**M1 wires**

The bar under the picture is 20 um long. Supply wires on this layer in grey.
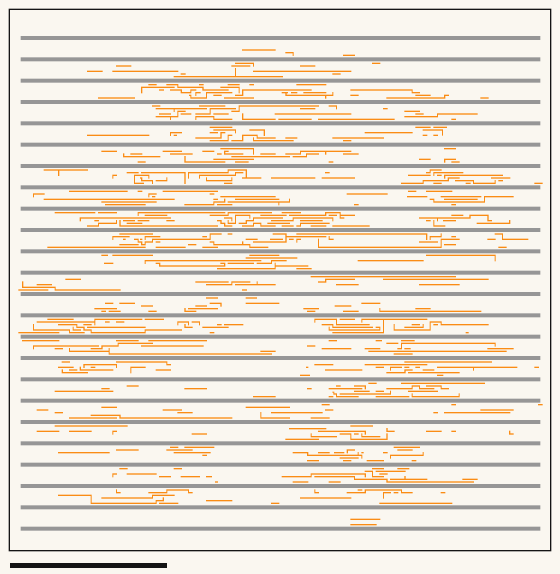
**The metal 2 layer**

The bar under the picture is 20 um long.
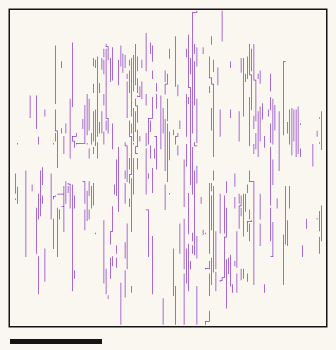
**Signal wires on met3**

Cells faint in the background.
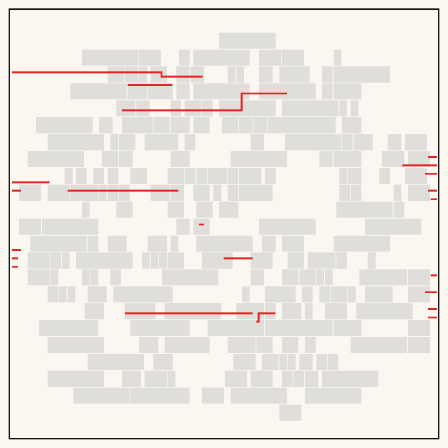
==> config.mk <==
export PLATFORM = sky130hd
export DESIGN_NAME = coin_round_ctrl_flat
export DESIGN_NICKNAME = d
export VERILOG_FILES = /design/src/rtl/coin_round_ctrl_if.sv /design/src/rtl/coin_round_ctrl.sv /design/src/flat_wrapper.sv
export SDC_FILE = /design/constraint.sdc
export NUM_CORES = 1
export LEC_CHECK = 0
export CORE_UTILIZATION = 43
export CTS_BUF_LIST = sky130_fd_sc_hd__clkbuf_8
export DETAILED_ROUTE_END_ITERATION = 12
export PLACE_DENSITY = 0.64
export SLEW_MARGIN = 10
export SYNTH_ARGS = -nofsm -noshare
export SYNTH_HDL_FRONTEND = slang
export SYNTH_SLANG_ARGS = --single-unit
export TNS_END_PERCENT = 10
==> constraint.sdc <==
create_clock -name clk -period 2.55 [get_ports clk]
set_input_delay 0.51 -clock clk [delete_from_list [all_inputs] [get_ports clk]]
set_output_delay 0.51 -clock clk [all_outputs]
set_load 0.02 [all_outputs]
==> results.json <==
{
  "pg_comb_uw": 291,
  "vias_per_cell": 5.50,
  "flop-count": 38,
  "top_area_cell": "dfrtp_1",
  "peakVddDrop_mv": 0.347,
  "crit_path_end_kind": "register",
  "avgSynthCellArea_sq_um": 10.4,
  "cts_hold_buf": 0,
  "enable_flop_cells": 0,
  "clk_pin_slew_worst_paths_ps": 80,
  "final_core_util_pct": 56.4,
  "hpwlAfterDp_um": 2650,
  "synthFlopType": "dfrtp_1",
  "power_leader": "registers",
  "rsz0062_at_grt": "false",
  "synthAoiAreaFrac_pct": 13.8,
  "comb.multi_input.count": 127,
  "syn_area_sq_um": 1920,
  "clock_cell_area_share_pct": 5.89,
  "status": "completed",
  "ys_warn_count": 0,
  "floorplan.core_util_pct": 46.4,
  "slew_headroom_pct": 55.3,
  "yosysUniqueCellTypes": 48,
  "combPwrFrac_pct": 18.0,
  "comb_share_pct": 37.4,
  "fa_ha_area_share_pct": 4.56,
  "postCtsResizedCells": 0,
  "total_power_uw": 1620,
  "antenna_left": 0,
  "cts_tree": "yes",
  "ys_cells": 184,
  "postSynth.asyncResetShare_pct": 100,
  "dp_slack_ps": 240,
  "hold_viol": 0,
  "fin_worst_hold_slack_ps": 357,
  "arrival_ps": 2220,
  "n_all_inverters": 12,
  "n_tap_cell": 50,
  "tightest_slew_ps": 663,
  "fmax_ghz": 0.500,
  "chipHeight_um": 68.9
}
About 'M1 wires':
longest straight run: 20.7 um
wire length on this layer: 1750 um
share of all routed wire: 48%
nets with wire on the layer: 198
main direction: horizontal
GR Layer Usage met1: 22.7%
drt total wl: 3620 um
via count: 1435

About 'the metal 2 layer':
share of all routed wire: 47%
nets with wire on the layer: 191
M2 GR Usage: 27.4%

About 'signal wires on met3':
wire length on this layer: 137 um
longest straight run: 23.9 um
main direction: horizontal
share of all routed wire: 3.8%
grt met3 use: 5.43%

Yosys cell counts, types with 3 or more instances:
| cell | n |
|---|---|
| dfrtp_1 | 34 |
| nand2_1 | 14 |
| o21ai_0 | 14 |
| a21o_1 | 3 |
| inv_1 | 12 |
| nor2_1 | 6 |
| and3b_1 | 3 |
| or3_1 | 4 |
| o31ai_1 | 4 |
| nor3_1 | 7 |
| nor3b_1 | 3 |
| xnor2_1 | 5 |
| nand2b_1 | 6 |
| nand3_1 | 7 |
| nor4_1 | 3 |
| and2_1 | 3 |
| a21oi_1 | 5 |
| dfstp_2 | 4 |
| ha_1 | 7 |
| mux2i_1 | 4 |
routing by layer:
metal	track usage (%)	wire (um)	vias to the layer above
met3	5.43	137	4
met1	22.7	1750	702
met5	0	0	-
met4	7.65	47	0
met2	27.4	1690	28
li1	-	-	701
